[src/rtl/pusher_arb_pkg.sv]
// rtl/pusher_arb_pkg.sv - shared state encoding and counter width for the pusher arbiter
package pusher_arb_pkg;
   typedef enum logic {
      IDLE  = 1'b0,
      GRANT = 1'b1
   } arb_state_t;

   localparam int BURST_W = 4;
endpackage

[src/rtl/pusher_rr_pick.sv]
// rtl/pusher_rr_pick.sv - combinational round-robin pick starting after last_grant
module pusher_rr_pick #(
   parameter int NUM_REQ = 4,
   parameter int IW      = $clog2(NUM_REQ)
) (
   input  logic [NUM_REQ-1:0] req,
   input  logic [IW-1:0]      last_grant,
   output logic               found,
   output logic [IW-1:0]      index
);
   logic [IW-1:0] pos;

   // Offset 1 first so the previous owner is considered last.
   always_comb begin
      found = 1'b0;
      index = '0;
      pos   = '0;
      for (int k = 1; k <= NUM_REQ; k++) begin
         pos = IW'((int'(last_grant) + k) % NUM_REQ);
         if (!found && req[pos]) begin
            found = 1'b1;
            index = pos;
         end
      end
   end
endmodule

[src/rtl/pusher_arbiter.sv]
// rtl/pusher_arbiter.sv - round-robin burst arbiter merging pusher channels into one registered stream
module pusher_arbiter
   import pusher_arb_pkg::*;
#(
   parameter int NUM_REQ   = 4,
   parameter int WIDTH     = 8,
   parameter int MAX_BURST = 4
) (
   input  logic                       clock,
   input  logic                       reset,
   input  logic [NUM_REQ-1:0]         req_valid,
   output logic [NUM_REQ-1:0]         req_ready,
   input  logic [NUM_REQ*WIDTH-1:0]   req_data,
   output logic                       out_valid,
   input  logic                       out_ready,
   output logic [WIDTH-1:0]           out_data,
   output logic [$clog2(NUM_REQ)-1:0] out_src,
   output logic                       busy
);
   localparam int IW = $clog2(NUM_REQ);

   arb_state_t         state;
   logic [IW-1:0]      grant;
   logic [IW-1:0]      last_grant;
   logic [BURST_W-1:0] burst_cnt;
   logic [BURST_W-1:0] burst_next;
   logic               found;
   logic [IW-1:0]      pick;
   logic               out_free;
   logic               accept;

   pusher_rr_pick #(
      .NUM_REQ (NUM_REQ),
      .IW      (IW)
   ) u_pick (
      .req        (req_valid),
      .last_grant (last_grant),
      .found      (found),
      .index      (pick)
   );

   // The output register frees up in the same cycle it drains, giving 1 item/cycle.
   assign out_free   = !out_valid || out_ready;
   assign accept     = (state == GRANT) && out_free && req_valid[grant];
   assign burst_next = burst_cnt + BURST_W'(1);
   assign busy       = (state == GRANT) || out_valid;

   always_comb begin
      req_ready = '0;
      if (state == GRANT && out_free) begin
         req_ready[grant] = 1'b1;
      end
   end

   always_ff @(posedge clock) begin
      if (!reset) begin
         state      <= IDLE;
         grant      <= '0;
         last_grant <= IW'(NUM_REQ - 1);
         burst_cnt  <= '0;
         out_valid  <= 1'b0;
         out_data   <= '0;
         out_src    <= '0;
      end else begin
         case (state)
            IDLE: begin
               if (found) begin
                  grant      <= pick;
                  last_grant <= pick;
                  burst_cnt  <= '0;
                  state      <= GRANT;
               end
            end
            GRANT: begin
               // A requester dropping valid gives up its grant even if the output is stalled.
               if (!req_valid[grant]) begin
                  state <= IDLE;
               end else if (accept) begin
                  burst_cnt <= burst_next;
                  if (burst_next == BURST_W'(MAX_BURST)) begin
                     state <= IDLE;
                  end
               end
            end
         endcase

         if (accept) begin
            out_valid <= 1'b1;
            out_data  <= req_data[int'(grant)*WIDTH +: WIDTH];
            out_src   <= grant;
         end else if (out_ready) begin
            out_valid <= 1'b0;
         end
      end
   end
endmodule
[config.mk]
export PLATFORM = sky130hd
export DESIGN_NAME = pusher_arbiter
export DESIGN_NICKNAME = d
export VERILOG_FILES = /design/src/rtl/pusher_arb_pkg.sv /design/src/rtl/pusher_rr_pick.sv /design/src/rtl/pusher_arbiter.sv
export SDC_FILE = /design/constraint.sdc
export NUM_CORES = 1
export LEC_CHECK = 0
export ABC_AREA = 1
export CAP_MARGIN = 20
export CORE_MARGIN = 3
export CORE_UTILIZATION = 42
export CTS_CLUSTER_SIZE = 24
export DETAILED_ROUTE_END_ITERATION = 8
export GPL_ROUTABILITY_DRIVEN = 0
export PLACE_DENSITY = 0.79
export SETUP_SLACK_MARGIN = 0.4
export SLEW_MARGIN = 20
export SYNTH_ARGS = -nofsm -noshare
export SYNTH_HDL_FRONTEND = slang
export SYNTH_SLANG_ARGS = --single-unit
export TNS_END_PERCENT = 1
[constraint.sdc]
create_clock -name clock -period 1.6 [get_ports clock]
set_input_delay 0.24 -clock clock [delete_from_list [all_inputs] [get_ports clock]]
set_output_delay 0.24 -clock clock [all_outputs]
set_load 0.02 [all_outputs]
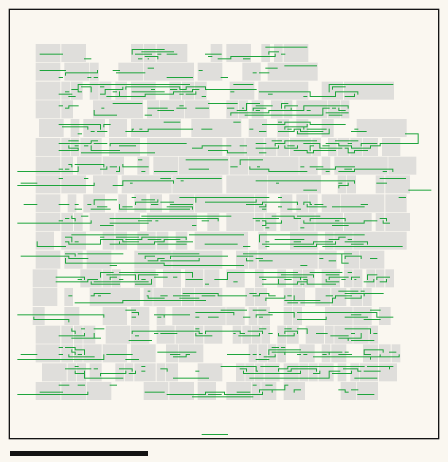
Run 1: met1 routing
The bar under the picture is 20 µm long.
The layer holds 41% of the routed length. 272 nets have wire on it. The layer carries 1580 µm of wire. The wires run mostly horizontal. The longest straight run is 16.1 µm.
Vias: 1545
met1 usage: 0.241
final wirelength: 3.84 mm

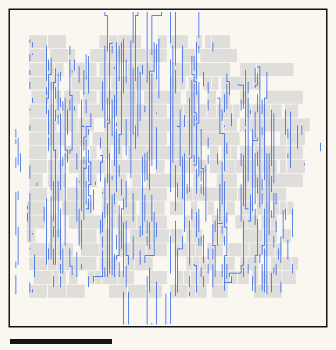
Run 1: signal wires on met2
The bar under the picture is 20 µm long.
252 nets have wire on it. The layer carries 1930 µm of wire. The longest straight run is 27.5 µm. The layer holds 50% of the routed length. The wires run mostly vertical.
GR Util met2: 0.382

==> results.py, run 1 <==
# Generated from Yosys and OpenROAD reports
metrics = {
    "die": {
        "rows": 19,
        "dieWidth_um": 62.0,
    },
    "setup_path": {
        "path_max_fanout": 2,
        "slowest_delay_ns": 0.64,
        "slowest_stage": "clkdlybuf4s50_1",
        "path_buffers": 1,
        "critPathTopFamily": "buffers and inverters",
        "crit_end": "out_data[7]",
        "critPathKind": "reg -> out",
    },
    "power_and_ir_drop": {
        "p_seq_uw": 808,
        "powerComb_mw": 2.43,
        "p_per_area_nw_per_um2": 1660,
        "p_comb_frac": 0.665,
    },
    "cts": {
        "hold_buffers": 0,
        "clkTransAtPathRegs_ns": 0.12,
        "cts_sinks": 20,
    },
    "final_layout": {
        "finalNetCount": 315,
        "final_area_um2": 2200,
        "largest_reg_flops": 8,
        "lay_top_cells": "nand2_1 (53), clkdlybuf4s50_1 (46), buf_4 (26)",
    },
    "global_route": {
        "top_usage_layer": "met2",
        "grt_pass1_wl_mm": 6.13,
        "grt_pass1_vias": 1443,
    },
    "outcome": {
        "outcome": "completed",
    },
    "final_timing": {
        "max_freq_mhz": 656,
        "hold_viol": 0,
        "rsz0062_at_grt": "true",
        "maxSlewViolCount": 0,
        "setup_viol": 0,
        "fin_skew_ns": 0.0109,
    },
    "placed_design": {
        "io_buffers": 54,
        "place_ws_ns": -0.580,
    },
    "logic_synthesis": {
        "synth_cell_types": 30,
        "edf_count": 0,
        "mux_area_frac": 0,
        "ys_area_um2": 1320,
    },
    "min_path": {
        "hp-start": "out_ready",
    },
    "route": {
        "drtIter0Drc": 55,
        "wl_met1_mm": 1.58,
        "drt_first_pass_iters": 4,
        "dr_wl_met2_mm": 1.93,
    },
}
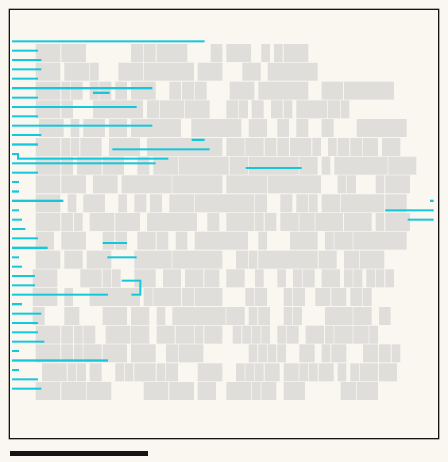
Run 1: metal 3
The bar under the picture is 20 µm long.
The layer holds 7.6% of the routed length. The layer carries 290 µm of wire.

run 1: area by class of cell:
type                       count  area [µm²]
clock buffer                   3        22.5
clock inverter                 1        30.0
fill                         231         674
inverter                      17        86.3
multi-input combinational    154         877
sequential                    20         413
tap                           42        52.6
timing repair buffer          79         721
run 1: timing repair:
action / in CTS / in global routing
gates resized: 33 / 20
setup buffers: 2 / 3
setup endpoints to repair: 36 / 36
pin swaps: 4 / 9
gates cloned: 1 / 0
run 1: per-stage QoR:
| stage | std cells | util | setup TNS [ns] |
|---|---|---|---|
| floorplan | 198 | - | 0 |
| global placement | 306 | 0.708 | -3.93 |
| detailed placement | 306 | 0.708 | -4.06 |
| CTS | 313 | 0.740 | 0 |
| global route | 316 | 0.766 | 0 |
| finish | 316 | 0.766 | 0 |
==> run 1 -> run 2 <==
--- a/config.mk
+++ b/config.mk
@@ -9,6 +9,7 @@
 export CAP_MARGIN = 20
 export CORE_MARGIN = 3
 export CORE_UTILIZATION = 42
+export CTS_CLUSTER_DIAMETER = 120
 export CTS_CLUSTER_SIZE = 24
 export DETAILED_ROUTE_END_ITERATION = 8
 export GPL_ROUTABILITY_DRIVEN = 0
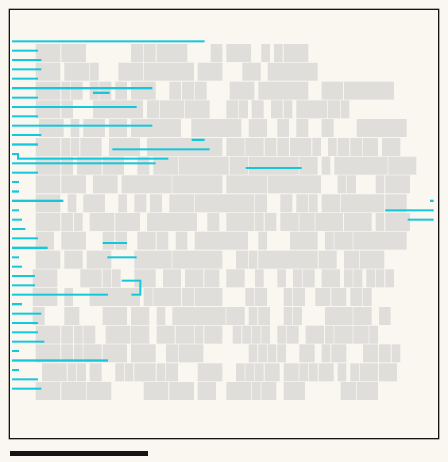
Run 2: metal 3
The bar under the picture is 20 µm long.
The longest straight run is 27.6 µm. The layer holds 7.6% of the routed length. The layer carries 290 µm of wire. 45 nets have wire on it. The wires run mostly horizontal.

==> results.py, run 2 <==
# Generated from Yosys and OpenROAD reports
metrics = {
    "setup_path": {
        "reg2reg_slack_ns": 0.14,
        "path_cells": "clkdlybuf4s50_1",
        "slowest_stage": "clkdlybuf4s50_1",
        "critPathKind": "reg -> out",
        "path_max_fanout": 2,
        "path_buffers": 1,
        "cp_data_required_time_ns": 1.36,
        "slowest_delay_ns": 0.64,
        "critPathTopFamily": "buffers and inverters",
    },
    "final_timing": {
        "hold_viol": 0,
        "fin_ws_ns": 0.0752,
        "fin_skew_ns": 0.0109,
        "setup-tns-final_ns": 0,
        "slew_headroom": 0.779,
        "max_freq_mhz": 656,
        "setup_viol": 0,
        "rsz0062_at_grt": "true",
        "maxSlewViolCount": 0,
        "holdWs_ns": 0.387,
    },
    "route": {
        "vias": 1545,
        "avgRoutedWirePerCell_um": 12.2,
        "drtIter0Drc": 55,
        "drt_first_pass_iters": 4,
        "drc": 0,
        "routed_wl_mm": 3.84,
    },
    "cts": {
        "clkTransAtPathRegs_ns": 0.12,
        "cts_tree": "done",
        "cts_made_buffers": 3,
        "hold_buffers": 0,
        "clockBufferDepth": 2,
        "cts_sinks": 20,
        "post_cts_buffers": 2,
        "cts_resized": 33,
    },
    "logic_synthesis": {
        "synth_cell_types": 30,
        "synth.logic.top_family": "simple AND/OR/NAND/NOR gates",
        "mux_area_frac": 0,
        "ys_area_um2": 1320,
        "edf_count": 0,
        "synthTopCellsByCount": "nand2_1 (59), nand3_1 (21), dfxtp_1 (20)",
        "synthesis.instances": 198,
        "syn_nets": 238,
        "yosysWarningCount": 0,
        "yosys_most_used_dff": "dfxtp_1",
        "fa_ha_area_frac": 0.00951,
        "simple_gate_share": 0.388,
        "top_area_frac": 0.304,
    },
    "placed_design": {
        "dp_cells": 306,
        "dp_hpwl_mm": 2.88,
        "dpl-instance-area_um2": 2040,
        "io_buffers": 54,
        "place_ws_ns": -0.580,
    },
    "final_layout": {
        "final_area_um2": 2200,
        "comb_area_um2": 877,
        "register_area_um2": 413,
        "finalNonFillerCells": 316,
        "largest_reg_flops": 8,
        "layout_top_cell": "nand2_1",
        "finalNetCount": 315,
        "fill_cells": 231,
        "synthToLayoutAreaGrowth_pct": 67.3,
        "fin_util": 0.766,
        "lay_top_cells": "nand2_1 (53), clkdlybuf4s50_1 (46), buf_4 (26)",
    },
    "power_and_ir_drop": {
        "total_power_mw": 3.65,
        "p_comb_frac": 0.665,
        "powerComb_mw": 2.43,
        "p_per_area_nw_per_um2": 1660,
        "powerClk_uw": 413,
        "p_seq_uw": 808,
        "switchingPower_mw": 1.65,
    },
    "die": {
        "core_area_um2": 2880,
        "rows": 19,
        "dieWidth_um": 62.0,
    },
    "global_route": {
        "grt_usage": 0.214,
        "grt_overflow": 0,
        "grt_pass1_wl_mm": 6.13,
        "grt_pass1_vias": 1443,
    },
    "outcome": {
        "outcome": "completed",
    },
    "min_path": {
        "hold_class": "in -> reg",
        "hp-start": "out_ready",
    },
    "job": {
        "drv_cap": 0,
    },
}
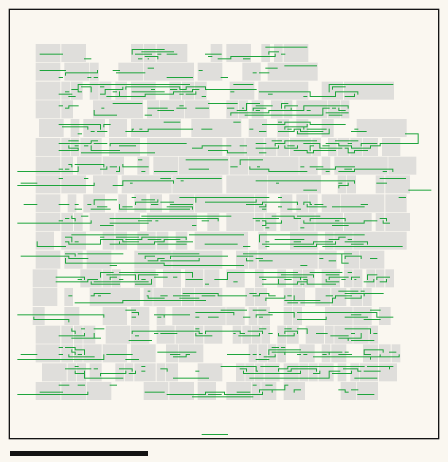
Run 2: met1 routing
The bar under the picture is 20 µm long.
The layer holds 41% of the routed length. 272 nets have wire on it.

==> run 2: final cells by class <==
class | instances | share of cell area
multi-input cells | 154 | 0.398
repair buffers | 79 | 0.327
flip-flops and latches | 20 | 0.188
inverters | 17 | 0.0392
well taps | 42 | 0.0239
clock inverters | 1 | 0.0136
clock buffers | 3 | 0.0102
==> run 2: worst max-delay path by stage <==
stage | startpoint | end | cells after the start
after floorplan | last_grant[0] | grant[0] | 12
after global placement | out_ready | req_ready[2] | 6
after detailed placement | out_ready | req_ready[0] | 6
after CTS | out_valid | req_ready[0] | 6
after global routing | last_grant[0] | grant[0] | 10
final | out_data[7] | out_data[7] | 1
==> run 2: routing by layer <==
metal,global-route usage,wire (µm)
met1,0.241,1580
met3,0.0930,289
met4,0.0303,38
met5,0,0
met2,0.382,1930
Run 2, signal wires on met2:
The bar under the picture is 20 µm long.
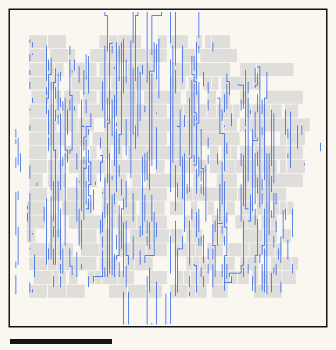

==> run 2 -> run 3 <==
--- a/config.mk
+++ b/config.mk
@@ -6,6 +6,7 @@
 export NUM_CORES = 1
 export LEC_CHECK = 0
 export ABC_AREA = 1
+export ABC_CLOCK_PERIOD_IN_PS = 1600
 export CAP_MARGIN = 20
 export CORE_MARGIN = 3
 export CORE_UTILIZATION = 42
@@ -14,7 +15,6 @@
 export DETAILED_ROUTE_END_ITERATION = 8
 export GPL_ROUTABILITY_DRIVEN = 0
 export PLACE_DENSITY = 0.79
-export SETUP_SLACK_MARGIN = 0.4
 export SLEW_MARGIN = 20
 export SYNTH_ARGS = -nofsm -noshare
 export SYNTH_HDL_FRONTEND = slang
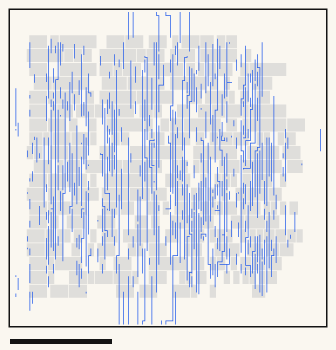
Run 3: signal wires on met2
The bar under the picture is 20 µm long.
The longest straight run is 35.2 µm. The layer carries 2030 µm of wire.
Vias: 1618
GR Util met2: 0.358
final wirelength: 3.98 mm

==> results.py, run 3 <==
# Generated from Yosys and OpenROAD reports
metrics = {
    "final_layout": {
        "layout_top_cell": "nand2_1",
        "final_area_um2": 2140,
        "finalNonFillerCells": 316,
        "fill_cells": 251,
        "synthToLayoutAreaGrowth_pct": 62.9,
        "lay_top_cells": "nand2_1 (58), clkdlybuf4s50_1 (49), buf_4 (27)",
    },
    "final_timing": {
        "fin_ws_ns": 0.0597,
        "fin_skew_ns": 0.00730,
        "holdWs_ns": 0.490,
        "slew_headroom": 0.786,
        "rsz0062_at_grt": "true",
        "setup_viol": 0,
        "hold_viol": 0,
        "max_freq_mhz": 649,
        "setup-tns-final_ns": 0,
    },
    "cts": {
        "cts_tree": "done",
        "cts_resized": 24,
        "hold_buffers": 0,
        "post_cts_buffers": 0,
        "clockBufferDepth": 2,
        "cts_made_buffers": 3,
        "cts_sinks": 20,
        "clkTransAtPathRegs_ns": 0.11,
    },
    "route": {
        "avgRoutedWirePerCell_um": 12.6,
        "drc": 0,
        "drt_first_pass_iters": 4,
    },
    "setup_path": {
        "critPathTopFamily": "simple AND/OR/NAND/NOR gates",
        "path_max_fanout": 6,
        "crit_start": "last_grant[0]",
        "crit_end": "grant[0]",
        "reg2reg_slack_ns": 0.06,
        "path_buffers": 2,
        "crit_cells": 10,
        "critPathKind": "reg -> reg",
        "path_cells": "clkbuf_2 -> nand2_1 -> nand3_1 -> nand2_1 -> nor2_4 -> buf_4 -> nand3_1 -> nand2_1 -> nand3_2 -> a21oi_2",
    },
    "logic_synthesis": {
        "yosys_most_used_dff": "dfxtp_1",
        "mux_area_frac": 0,
        "synth_flops": 20,
        "fa_ha_area_frac": 0.00951,
        "synth_cell_types": 30,
        "yosysWarningCount": 0,
        "simple_gate_share": 0.388,
        "top_area_frac": 0.304,
        "synthTopCellsByCount": "nand2_1 (59), nand3_1 (21), dfxtp_1 (20)",
        "synth.logic.top_family": "simple AND/OR/NAND/NOR gates",
    },
    "placed_design": {
        "place_ws_ns": -0.572,
        "dpl-instance-area_um2": 2020,
        "dp_cells": 308,
    },
    "global_route": {
        "grt_pass1_vias": 1409,
        "grt_overflow": 0,
        "grt_usage": 0.206,
    },
    "power_and_ir_drop": {
        "total_power_mw": 3.48,
        "p_per_area_nw_per_um2": 1620,
    },
    "job": {
        "drv_cap": 0,
    },
    "min_path": {
        "hold_class": "reg -> reg",
        "hp-start": "state",
    },
    "die": {
        "core_area_um2": 2880,
    },
    "outcome": {
        "outcome": "completed",
    },
}
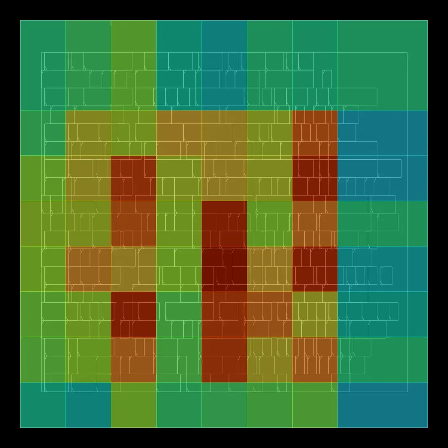
Run 3: track usage over the die
met3 usage: 0.0785
Finished Core Util: 0.746
Most Crowded Layer GR: met2

[run 3: report_power, final]
group	leakage (nW)	internal (mW)	total [mW]	switching, mW
Sequential	0.165	0.666	0.808	0.142
Combinational	0.793	1.04	2.38	1.34
Clock	0.0210	0.139	0.288	0.149
[run 3: layout make-up]
cell class | count | area (µm²) | area share
Tap cell | 42 | 52.6 | 0.0245
Clock buffer | 4 | 36.3 | 0.0169
Sequential cell | 20 | 408 | 0.190
Timing Repair Buffer | 79 | 712 | 0.332
Inverter | 17 | 73.8 | 0.0344
Multi-Input combinational cell | 154 | 862 | 0.402
[run 3: routing by layer]
layer,part of all wire,GRT usage
met1,0.39,0.235
met2,0.51,0.358
met3,0.081,0.0785
met4,0.022,0.0545
met5,0,0
No activity file was given, so power comes from the tool's default toggle rates.
